--- config.mk ---
export PLATFORM = sky130hd
export DESIGN_NAME = mdu_iter
export DESIGN_NICKNAME = d
export VERILOG_FILES = /design/src/rtl/mdu_iter.sv
export SDC_FILE = /design/constraint.sdc
export NUM_CORES = 1
export LEC_CHECK = 0
export CAP_MARGIN = 0
export CELL_PAD_IN_SITES_DETAIL_PLACEMENT = 0
export CELL_PAD_IN_SITES_GLOBAL_PLACEMENT = 1
export CORE_MARGIN = 5
export CORE_UTILIZATION = 35
export DETAILED_ROUTE_END_ITERATION = 7
export GPL_ROUTABILITY_DRIVEN = 0
export PLACE_DENSITY = 0.75
export SLEW_MARGIN = 20
export SYNTH_ARGS = -nofsm -noshare
export SYNTH_HDL_FRONTEND = slang
export SYNTH_SLANG_ARGS = --single-unit
--- constraint.sdc ---
create_clock -name clk -period 6.1 [get_ports clk]
set_input_delay 1.22 -clock clk [delete_from_list [all_inputs] [get_ports clk]]
set_output_delay 1.22 -clock clk [all_outputs]
set_load 0.05 [all_outputs]
--- src/rtl/mdu_iter.sv ---
// rtl/mdu_iter.sv - iterative RV32M multiply/divide unit, one result bit per cycle
module mdu_iter #(
    parameter int XLEN  = 32,
    parameter int CNT_W = $clog2(XLEN) + 1
) (
    input  logic            clk,
    input  logic            rst_n,
    input  logic            start_i,
    input  logic [2:0]      op_i,
    input  logic [XLEN-1:0] src1_i,
    input  logic [XLEN-1:0] src2_i,
    input  logic            flush_i,
    output logic            busy_o,
    output logic            done_o,
    output logic [XLEN-1:0] res_o,
    output logic            zero_o
);

    typedef enum logic [1:0] {S_IDLE, S_LOAD, S_CALC, S_FIX} state_t;

    state_t            state_q, state_d;
    logic [2:0]        op_q;
    logic [XLEN-1:0]   s1_q, s2_q;
    logic [XLEN-1:0]   hi_q, lo_q;
    logic [CNT_W-1:0]  cnt_q;
    logic [XLEN-1:0]   res_q;
    logic              zero_q;

    logic              s1_signed, s2_signed, a_neg, b_neg;
    logic [XLEN-1:0]   abs1, abs2;
    logic [XLEN:0]     mul_sum, div_tmp, div_diff;
    logic [2*XLEN-1:0] prod, prod_neg;
    logic [XLEN-1:0]   fix_res;
    logic              div_zero, div_ovf, accept;

    // Signedness follows funct3: odd divide ops and MULHU are unsigned, MULHSU only src1 signed.
    assign s1_signed = op_q[2] ? ~op_q[0] : (op_q != 3'b011);
    assign s2_signed = op_q[2] ? ~op_q[0] : ~op_q[1];
    assign a_neg     = s1_signed & s1_q[XLEN-1];
    assign b_neg     = s2_signed & s2_q[XLEN-1];
    assign abs1      = a_neg ? -s1_q : s1_q;
    assign abs2      = b_neg ? -s2_q : s2_q;

    assign mul_sum   = {1'b0, hi_q} + (lo_q[0] ? {1'b0, abs2} : '0);
    assign div_tmp   = {hi_q, lo_q[XLEN-1]};
    assign div_diff  = div_tmp - {1'b0, abs2};

    assign prod      = {hi_q, lo_q};
    assign prod_neg  = -prod;
    assign div_zero  = (s2_q == '0);
    assign div_ovf   = ~op_q[0] && (s1_q == {1'b1, {(XLEN-1){1'b0}}}) && (&s2_q);

    always_comb begin
        fix_res = '0;
        case (op_q)
            3'b000:                 fix_res = (a_neg ^ b_neg) ? prod_neg[XLEN-1:0] : prod[XLEN-1:0];
            3'b001, 3'b010, 3'b011: fix_res = (a_neg ^ b_neg) ? prod_neg[2*XLEN-1:XLEN] : prod[2*XLEN-1:XLEN];
            3'b100, 3'b101: begin
                if (div_zero)     fix_res = '1;
                else if (div_ovf) fix_res = s1_q;
                else              fix_res = (a_neg ^ b_neg) ? -lo_q : lo_q;
            end
            default: begin
                if (div_zero)     fix_res = s1_q;
                else if (div_ovf) fix_res = '0;
                else              fix_res = a_neg ? -hi_q : hi_q;
            end
        endcase
    end

    assign accept = start_i && !flush_i;

    always_comb begin
        state_d = state_q;
        case (state_q)
            S_IDLE: if (accept) state_d = S_LOAD;
            S_LOAD: state_d = flush_i ? S_IDLE : S_CALC;
            S_CALC: begin
                if (flush_i)                     state_d = S_IDLE;
                else if (cnt_q == CNT_W'(1))     state_d = S_FIX;
            end
            S_FIX:  state_d = accept ? S_LOAD : S_IDLE;
            default: state_d = S_IDLE;
        endcase
    end

    always_ff @(posedge clk or negedge rst_n) begin
        if (!rst_n) state_q <= S_IDLE;
        else        state_q <= state_d;
    end

    always_ff @(posedge clk or negedge rst_n) begin
        if (!rst_n) begin
            op_q   <= '0;
            s1_q   <= '0;
            s2_q   <= '0;
            hi_q   <= '0;
            lo_q   <= '0;
            cnt_q  <= '0;
            res_q  <= '0;
            zero_q <= 1'b0;
        end else begin
            case (state_q)
                S_LOAD: begin
                    hi_q  <= '0;
                    lo_q  <= abs1;
                    cnt_q <= CNT_W'(XLEN);
                end
                S_CALC: begin
                    cnt_q <= cnt_q - CNT_W'(1);
                    if (op_q[2] == 1'b0) begin
                        {hi_q, lo_q} <= {mul_sum, lo_q[XLEN-1:1]};
                    end else if (!div_diff[XLEN]) begin
                        hi_q <= div_diff[XLEN-1:0];
                        lo_q <= {lo_q[XLEN-2:0], 1'b1};
                    end else begin
                        hi_q <= div_tmp[XLEN-1:0];
                        lo_q <= {lo_q[XLEN-2:0], 1'b0};
                    end
                end
                default: ;
            endcase
            if (state_q == S_FIX && !flush_i) begin
                res_q  <= fix_res;
                zero_q <= (fix_res == '0);
            end
            // Operands are latched only on acceptance, so later input changes are ignored.
            if ((state_q == S_IDLE || state_q == S_FIX) && accept) begin
                op_q <= op_i;
                s1_q <= src1_i;
                s2_q <= src2_i;
            end
        end
    end

    assign busy_o = (state_q == S_LOAD) || (state_q == S_CALC);
    assign done_o = (state_q == S_FIX) && !flush_i;
    assign res_o  = done_o ? fix_res : res_q;
    assign zero_o = done_o ? (fix_res == '0) : zero_q;

endmodule
==> impl_metrics.yaml, run 1 <==
# flow metrics
status:
  outcome: "completed"
pwr:
  swShare: 0.551
  intPower_mw: 5.40
  power_leakage_nw: 7.32
  power_density_mw_per_mm2: 673
  p_seq_frac: 0.192
  p_comb_frac: 0.712
  ir_drop_uv: 310
  p_clk_frac: 0.096
  p_sw_mw: 6.63
synth:
  synthTopCellsByCount: "185 x o21ai_0, 172 x dfrtp_1, 161 x nor2_1"
  synth_flop_count: 172
  yosys-top-cells-area: "dfrtp_1 28%, xnor2_1 7.4%, ha_1 6.2%"
  yosysUniqueCellTypes: 74
  yosysTopAreaCell: "dfrtp_1"
  syn_inst: 1882
  post_synth_instance_area_mm2: 0.0153
  edf_count: 0
  flop_cell: "dfrtp_1"
  synth_top_cell_by_count: "o21ai_0"
  ys_cells: 1882
  postSynthAreaPerCell_um2: 8.13
  yosys_area_mm2: 0.0153
  synthArstFlopShare: 1.00
  synth_warnings: 0
routing:
  routed_via_density: 5.97
  drc: 0
  avgRoutedWirePerCell_um: 22.0
  dr.pass1.iters: 6
  drtIter0Drc: 1770
timing:
  rsz0062_at_grt: "true"
  max-slew-margin-rel: 0.239
  finalClockSkew_ps: 15.7
  min_period_ps: 5960
  worst_pin_slew_ps: 1140
  finalClockPeriodUsage: 0.976
  postLayoutSetupSlackWorst_ps: 144
  slew_violations: 0
  finalSetupViolations: 0
  hold_ws_ps: 489
  finalSetupTns_ps: 0
layout:
  diodes: 0
  nets: 2098
  syn2layout_area_growth_pct: 16.8
  layout_top_cell: "o21ai_0"
  drive_gt1_frac: 0.109
  stdcell_area_mm2: 0.0179
clock_tree:
  clk_latency_ps: 500
  cts.clk_slew.worst_paths_ps: 70
  cts.sinks: 172
  cts_root_buf: "clkbuf_16"
  clockBufferDepth: 2
  cts_made_buffers: 17
  cts_tree: "done"
floorplan:
  row_count: 76
  die_h_um: 219
  pin_count: 106
  die-area_mm2: 0.0480
  dieWidth_um: 219
run:
  drv_cap: 0
  tool_warnings: 33
placed_design:
  dp_slack_ps: 493
  portBuffers: 105
  dp_hpwl_mm: 43.7
  place_area_mm2: 0.0172
min_path:
  hold_path.class: "flop to flop"
global_route:
  grt_pass1_wl_mm: 86.4
  grt.overflow.total: 0
  grt_max_degree: 72
  grt_pass1_vias: 14531
  antenna_found_initial: 0
  grtUsageTotal: 0.232
critical_path:
  critPathRequiredTime_ps: 4880
  cp_data_arrival_time_ps: 4740
  critical_path_class: "flop to output port"
  critPathLaunchType: "flop"
  worstPathMaxFanout: 19
  end_kind: "output port"
-- run 1: worst paths after layout --
| path | from | to | slack, ps | cells past startpoint |
|---|---|---|---|---|
| setup / recovery | s2_q[11] | res_o[11] | 140 | 9 |
| hold / removal | res_q[13] | res_q[13] | 490 | 2 |
| setup reg to reg | s2_q[7] | lo_q[0] | 660 | 17 |
| hold reg to reg | res_q[13] | res_q[13] | 490 | 2 |
| max in group asynchronous | rst_n | lo_q[16] | 4130 | 2 |
| min in group asynchronous | rst_n | lo_q[7] | 720 | 1 |
-- run 1: layout make-up --
class	instances	area, um^2
Clock buffer	17	425
Clock inverter	15	171
Fill cell	4488	25300
Inverter	56	210
Multi-Input combinational cell	1526	10400
Sequential cell	172	4310
Tap cell	585	732
Timing Repair Buffer	176	1650
-- run 1: cells by family (layout without fill, tap and decap cells) --
group | count (synthesis) | after routing | share of synthesized area
compound gates | 618 | 618 | 0.255
xor+xnor | 192 | 192 | 0.110
fa+ha+maj | 78 | 78 | 0.0647
buf+inv | 184 | 264 | 0.0458
flops | 172 | 172 | 0.281
mux | 104 | 104 | 0.0738
simple gates | 534 | 534 | 0.170
-- run 1: critical path, cell delays in order (launching register included) --
cell and delay, ps:
dfrtp_1 460, or4_1 660, or4_4 540, nor4b_4 550, buf_4 370, a21oi_1 140
o21ai_0 90, o21ai_0 190, o21ai_0 350, clkdlybuf4s50_1 880
-- run 1: per-layer routing --
| metal | global-route usage | part of all wire | routed length [um] |
|---|---|---|---|
| met3 | 0.0552 | 0.087 | 4870 |
| met5 | 0 | 0 | 0 |
| met4 | 0.0697 | 0.028 | 1570 |
| met2 | 0.345 | 0.43 | 24000 |
| met1 | 0.334 | 0.46 | 25700 |
-- run 1: registers in the layout, summed over array words and instances, names as in the netlist --
signal / count
state_q: 2
res_q: 32
cnt_q: 6
hi_q: 32
s1_q: 32
lo_q: 32
op_q: 3
s2_q: 32
zero_q: 1
-- run 1: stage by stage --
stage	power [mW]	instances
3_5_place_dp	10.7	2514
6_report	12.0	2547
3_3_place_gp	10.6	2514
4_1_cts	11.9	2546
5_1_grt	12.8	2547
2_1_floorplan	8.01	1882
-- run 1: timing repair --
item                       CTS  global route
setup buffers                0             1
setup endpoints to repair    2            15
gates resized                1            12
pin swaps                    0             1
hold buffers                 0             0
-- run 1: power groups by stage --
stage / registers [mW] / clock network, mW / logic [mW]
6_report: 2.31 / 1.15 / 8.57
5_1_grt: 2.37 / 1.22 / 9.26
4_1_cts: 2.29 / 1.18 / 8.42
3_5_place_dp: 2.31 / 0 / 8.39
3_3_place_gp: 2.29 / 0 / 8.30
2_1_floorplan: 2.04 / 0 / 5.98
Figure 1. Sequential cells grouped by signal name (run 1).
Bar = 50 um. Other sequential cells in the stronger grey, the rest of the logic in the fainter grey.
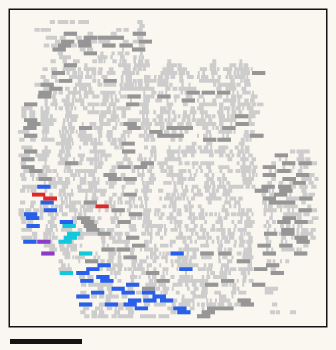
| signal | colour | flops |
|---|---|---|
| `s1_q` | blue | 32 |
| `op_q` | red | 3 |
| `state_q` | purple | 2 |
| `cnt_q` | cyan | 6 |
not coloured: 129
P_seq: 2.31 mW
fin util: 0.414

Figure 2. Met3 routing (run 1).
Bar = 50 um.
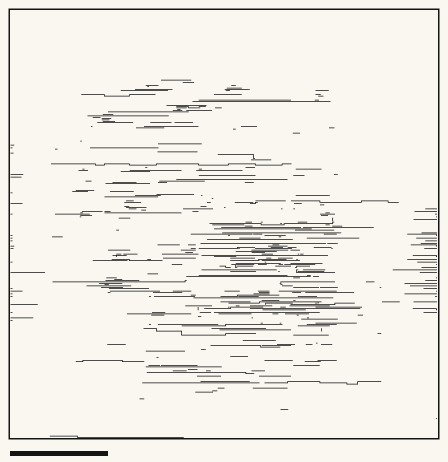
main direction: horizontal
nets with wire on the layer: 260
share of all routed wire: 8.7%
longest straight run: 71.3 um
drt total wl: 56.2 mm
met3 Use GR: 0.0552
DR vias: 15209

Figure 3. Cell density map (run 1).
The die is cut into 22 by 22 equal tiles; white is low, dark blue is high, 0 to 100% covered.
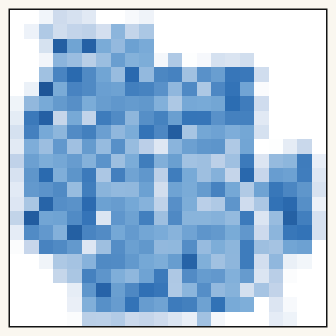
tiles over 75% full: 3.7%
emptiest ninth of the die: north-east
mean over tiles: 36%
fullest tile: 85%
nearly empty tiles: 23%
Core Area: 0.0432 mm^2
Init Core Util: 0.355

==> run 2: changes to the inputs <==
CORE_MARGIN = 2   (was 5)
==> run 2 against run 1 <==
Net effect: critical path depth rose by 5; wire length fell by 0.16%; via count fell by 0.26%; sequential power barely moved; synthesized cell count did not move; critical endpoint is now zero_o; largest cell class unchanged; largest power group unchanged.
==> impl_metrics.yaml, run 2 <==
# flow metrics
status:
  outcome: "completed"
synth:
  postSynthAreaPerCell_um2: 8.13
  synthTopCellsByCount: "185 x o21ai_0, 172 x dfrtp_1, 161 x nor2_1"
  syn_inst: 1882
  post_synth_instance_area_mm2: 0.0153
  synthArstFlopShare: 1.00
  flop_cell: "dfrtp_1"
  yosys-top-cells-area: "dfrtp_1 28%, xnor2_1 7.4%, ha_1 6.2%"
  yosysTopAreaCell: "dfrtp_1"
  synth_flop_count: 172
  synth_top_cell_by_count: "o21ai_0"
  yosys_area_mm2: 0.0153
min_path:
  worstHoldStart: "res_q[14]"
  hold_path.class: "flop to flop"
  worstHoldPathCells: 2
critical_path:
  cp_top_family: "simple AND/OR/NAND/NOR gates"
  reg2reg_depth: 17
  crit_buf_inv: 3
  critPathLaunchType: "flop"
  crit_path_frequent_cell: "or2_2"
  crit_path_cell_trace: "inv_1 > ha_1 > or3b_2 > or4_1 > or4_4 > nor3_2 > or2_2 > o22ai_1 > o21ai_1 > nand4_1 > or2_2 > o31ai_1 > buf_4 > buf_12"
  slowest_stage: "or4_4"
  critical_path_class: "flop to output port"
  cp_data_arrival_time_ps: 4690
  r2r_start: "s2_q[7]"
  critPathRequiredTime_ps: 4880
routing:
  drtIter0Drc: 1723
  dr.pass1.iters: 6
  routed_via_density: 5.96
floorplan:
  die_h_um: 213
  fp_util: 0.355
  die-area_mm2: 0.0454
  pin_count: 106
clock_tree:
  cts_tree: "done"
  cts_root_buf: "clkbuf_16"
  clockBufferDepth: 2
  cts_made_buffers: 17
  cts.sinks: 172
  cts.clk_slew.worst_paths_ps: 80
placed_design:
  dp_hpwl_mm: 43.2
  dp_slack_ps: 502
  dpl.cell_count: 2510
layout:
  nets: 2094
  drive_gt1_frac: 0.108
  flop_area_mm2: 0.00431
timing:
  finalSetupViolations: 0
  finalSetupTns_ps: 0
  postLayoutSetupSlackWorst_ps: 189
  finalClockPeriodUsage: 0.969
  finalClockSkew_ps: 16.7
  max-slew-margin-rel: 0.367
  rsz0062_at_grt: "false"
pwr:
  ir_drop_uv: 474
  power_leakage_nw: 7.42
run:
  drv_cap: 0
global_route:
  grt_pass1_vias: 14606
==> run 2: netlist changes by cell type in the layout (fill, tap and decap cells not counted), sizes merged <==
cell and delta:
clkinvlp +3, clkdlybuf4s50 -11, diode +1, dlymetal6s2s +11, buf -4, clkbuf +1, clkinv -2, inv -2
==> run 2: layer usage <==
metal | track usage | up-vias | part of all wire
met2 | 0.369 | 669 | 0.42
met4 | 0.109 | 0 | 0.038
li1 | - | 7037 | -
met5 | 0 | - | 0
met1 | 0.352 | 7332 | 0.45
met3 | 0.0655 | 131 | 0.097
==> run 2: worst max-delay path by stage <==
| stage | startpoint | end | slack, ps | cells past startpoint |
|---|---|---|---|---|
| global route | hi_q[1] | zero_o | 1 | 14 |
| floorplan | s1_q[1] | zero_o | 390 | 13 |
| CTS | s1_q[1] | res_o[14] | 10 | 11 |
| finish | s1_q[1] | zero_o | 190 | 14 |
| detailed placement | hi_q[0] | res_o[21] | 500 | 9 |
| global placement | hi_q[0] | res_o[21] | 540 | 9 |
==> run 2: timing repair <==
action | 4_1_cts | 5_1_grt
hold buffers | 0 | 0
pin swaps | 0 | 1
resized | 1 | 23
endpoints found under the setup margin | 1 | 25
buffers inserted | 0 | 1
==> run 2: area by class of cell <==
cell class,count,share of cell area
diodes,1,0.000140
clock buffers,18,0.0246
clock inverters,14,0.00862
inverters,56,0.0118
multi-input cells,1526,0.582
flip-flops and latches,172,0.241
well taps,585,0.0410
repair buffers,172,0.0907
==> run 2: logic make-up (layout without fill, tap and decap cells) <==
logic type | after synthesis | in the layout | share of synthesized area
muxes | 104 | 104 | 0.0738
DFF | 172 | 172 | 0.281
AOI/OAI and AO/OA | 618 | 618 | 0.255
other | 0 | 1 | 0
xor gates and xnor gates | 192 | 192 | 0.110
and+or+nand+nor | 534 | 534 | 0.170
buffers and inverters | 184 | 260 | 0.0458
adders and majority gates | 78 | 78 | 0.0647
==> run 2: worst reg2reg max path, stage by stage, from the launching register on <==
cell and delay [ps]:
dfrtp_1 440, nor4_1 520, nand3_1 460, o31ai_1 380, xor2_1 160, ha_1 250, or2_2 290, o311ai_0 310
buf_4 180, nand3_1 150, a211oi_1 650, o41ai_1 290, xor2_4 210, buf_12 220, buf_4 190, mux2i_1 350
a21oi_1 120, a21o_1 190
==> run 2: where the power goes <==
part           internal [mW]  switching (mW)
registers               1.63           0.701
clock network          0.587           0.535
logic                   3.17            5.39
==> run 2: through the flow <==
stage               total power, mW  area [um^2]  hold WS, ps
finish                         12.0        17900          492
global route                   12.9        17900          546
CTS                            11.9        17800          505
detailed placement             10.7        17200          487
global placement               10.6        17200          486
floorplan                      8.01        15300          487
Figure 4. Placement view (run 2).
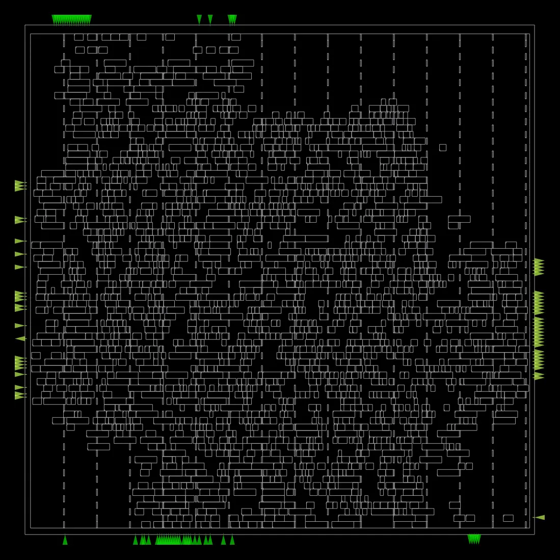
Non-Filler Instances: 2544
tapcells inserted: 585
fin util: 0.414
fillers: 4455

Figure 5. Cell classes on the final placement (run 2).
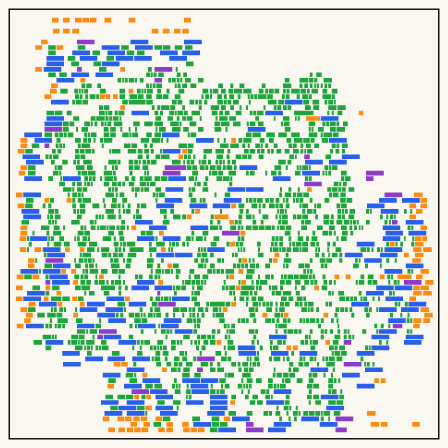
| class | colour | cells | share of their area |
|---|---|---|---|
| other buffers and delay cells | orange | 172 | 9.5% |
| all other logic | green | 1582 | 62% |
| clock drivers and dummy loads | purple | 32 | 3.5% |
| flip-flops | blue | 172 | 25% |
post-route cell area: 0.0179 mm^2
Seq/total area: 0.241
Rows: 76

==> run 3: changes to the inputs <==
CAP_MARGIN = 5   (was 0)
PLACE_DENSITY = unset   (was 0.75)
PLACE_DENSITY_LB_ADDON = 0.1   (was unset)
Figure 6. Sequential cells grouped by signal name (run 3).
Bar = 50 um. Other sequential cells in the stronger grey, the rest of the logic in the fainter grey.
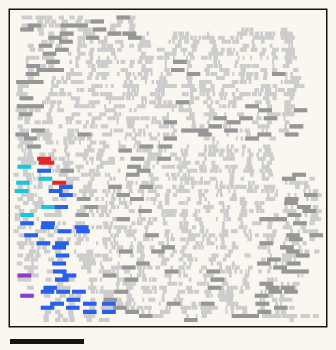
| signal | colour | flops |
|---|---|---|
| `cnt_q` | cyan | 6 |
| `s1_q` | blue | 32 |
| `state_q` | purple | 2 |
| `op_q` | red | 3 |
not coloured: 129
P_seq: 2.37 mW
Flop area: 0.00431 mm^2
Seq/total area: 0.243
fin util: 0.411

==> run 3 against run 2 <==
Net effect: non-clock buffer count is 10 lower; final area is 0.55% lower; sequential cell count stayed put; critical path depth stayed put; wire length is 4.5% higher; utilization is 0.23 points lower; largest power group unchanged; clock power hardly changed; first-iteration DRC count is 30% lower.
==> impl_metrics.yaml, run 3 <==
# flow metrics
critical_path:
  cp_data_arrival_time_ps: 4770
  critical_path_class: "flop to output port"
  r2r_start: "s2_q[7]"
  critPathRequiredTime_ps: 4880
  worstPathMaxFanout: 5
  critPathLaunchType: "flop"
  crit_buf_inv: 3
  end_kind: "output port"
  slowest_delay_ps: 640
  cp_top_family: "simple AND/OR/NAND/NOR gates"
  crit_path_cell_trace: "inv_1 > ha_1 > or3b_2 > or4_1 > or4_4 > nor2_2 > nor3_1 > a211o_1 > o21ai_0 > nand4_1 > or2_2 > o31ai_1 > buf_4 > buf_12"
  slowest_stage: "or4_4"
  crit_start: "s1_q[1]"
routing:
  avgRoutedWirePerCell_um: 23.1
  routed_via_density: 5.85
  num_vias: 14825
  dr.pass1.iters: 5
  ant_nets: 0
  drtIter0Drc: 1207
  routed_wl_mm: 58.6
layout:
  lay_top_cells: "183 x o21ai_0, 171 x dfrtp_1, 158 x nor2_1"
  syn2layout_area_growth_pct: 16.0
  stdcell_area_mm2: 0.0178
  nFillCells: 4520
  diodes: 0
  logic_area_mm2: 0.0104
  nets: 2084
  drive_gt1_frac: 0.105
floorplan:
  core_mm2: 0.0432
  pin_count: 106
  fp_util: 0.355
  die_h_um: 213
  dieWidth_um: 213
  row_count: 76
  die-area_mm2: 0.0454
synth:
  syn_inst: 1882
  yosysTopAreaCell: "dfrtp_1"
  yosys-top-cells-area: "dfrtp_1 28%, xnor2_1 7.4%, ha_1 6.2%"
  edf_count: 0
  flop_cell: "dfrtp_1"
  synth_flop_count: 172
  syn_nets: 2031
  seq_area_frac_synth: 0.281
  post_synth_instance_area_mm2: 0.0153
  postSynthAreaPerCell_um2: 8.13
  yosysUniqueCellTypes: 74
  synthArstFlopShare: 1.00
  synth_top_cell_by_count: "o21ai_0"
  ys_cells: 1882
  synthTopCellsByCount: "185 x o21ai_0, 172 x dfrtp_1, 161 x nor2_1"
  yosys_area_mm2: 0.0153
timing:
  final_hold_viol_count: 0
  slew_violations: 0
  finalClockPeriodUsage: 0.983
  timing.fmax_ghz: 0.167
  finalSetupViolations: 0
  worst_pin_slew_ps: 1010
  finalClockSkew_ps: 15.4
  max-slew-margin-rel: 0.315
  min_period_ps: 5990
clock_tree:
  post_cts_buffers: 0
  clk_latency_ps: 490
  cts_root_buf: "clkbuf_16"
  cts.clk_slew.worst_paths_ps: 70
  cts_tree: "done"
  cts_htree_levels: 4
  cts_made_buffers: 17
  clockBufferDepth: 2
  cts.sinks: 172
global_route:
  grt_pass1_vias: 14224
  grt.overflow.total: 0
  grt_max_degree: 91
  grtUsageTotal: 0.263
pwr:
  power_leakage_nw: 7.19
  ir_drop_uv: 365
placed_design:
  dp_hpwl_mm: 46.0
  place_area_mm2: 0.0171
min_path:
  worstHoldStart: "res_q[21]"
  hold_path.class: "flop to flop"
run:
  drv_cap: 0
  tool_warnings: 32
status:
  outcome: "completed"
Figure 7. Cell density map (run 3).
The die is cut into 21 by 21 equal tiles; white is low, dark blue is high, 0 to 100% covered.
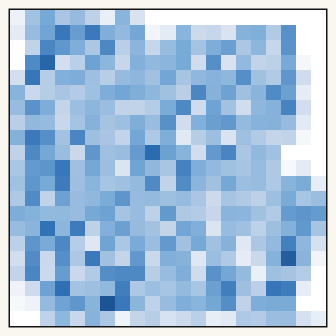

-- run 3: final timing paths --
| kind | to | depth (start not counted) |
|---|---|---|
| worst max-delay path | zero_o | 14 |
| worst min-delay path | res_q[21] | 2 |
| worst max register to register | hi_q[4] | 13 |
| worst min register to register | res_q[21] | 2 |
| max in group asynchronous | op_q[2] | 2 |
| min in group asynchronous | res_q[5] | 1 |
-- run 3: worst reg2reg max path: stages, from the launching register on --
cell and delay, ps:
dfrtp_1 460, nor4_1 540, nand3_1 420, nor4_1 740, a21oi_1 220, xnor2_1 480
ha_1 330, nand3_1 120, o41ai_1 940, xor2_4 240, buf_12 230, mux2_2 420
a21oi_1 180, o2bb2ai_1 80
-- run 3: timing repair --
action / CTS / global route
hold buffers: 0 / 0
resized: 1 / 7
pin swaps: 0 / 2
setup endpoints to repair: 2 / 2
-- run 3: cell type report --
type                    count  area share
clock buffers              22      0.0273
clock inverters            10     0.00592
inverters                  56      0.0118
multi-input cells        1526       0.585
flip-flops and latches    172       0.243
well taps                 585      0.0412
repair buffers            162      0.0862
-- run 3: where the power goes --
| part | internal (mW) | switching [mW] |
|---|---|---|
| clock network | 0.611 | 0.510 |
| registers | 1.64 | 0.737 |
| logic | 3.18 | 5.50 |
-- run 3: kinds of logic after synthesis --
family,Yosys count,share of synthesized area
buffers and inverters,184,0.0458
adder cells (fa/ha/maj),78,0.0647
multiplexers,104,0.0738
flip-flops,172,0.281
AND/OR/NAND/NOR,534,0.170
AND-OR/OR-AND,618,0.255
XOR/XNOR,192,0.110
-- run 3: metrics by stage --
step                cells  total power [mW]  hold WS, ps  TNS [ps]  setup WS, ps
floorplan            1882              8.01          487         0           393
global placement     2501              10.9          482         0           616
detailed placement   2501              10.9          485         0           496
CTS                  2533              12.1          501         0          76.7
global route         2533              13.0          534     -8.62         -8.62
finish               2533              12.2          492         0           106
-- run 3: metal layers --
layer / up-vias / track usage / wire length, um
met5: - / 0 / 0
met4: 0 / 0.101 / 1800
met3: 81 / 0.0597 / 4080
met2: 500 / 0.380 / 24700
met1: 7226 / 0.377 / 28000
li1: 7018 / - / -
No activity file was given, so power comes from the tool's default toggle rates.
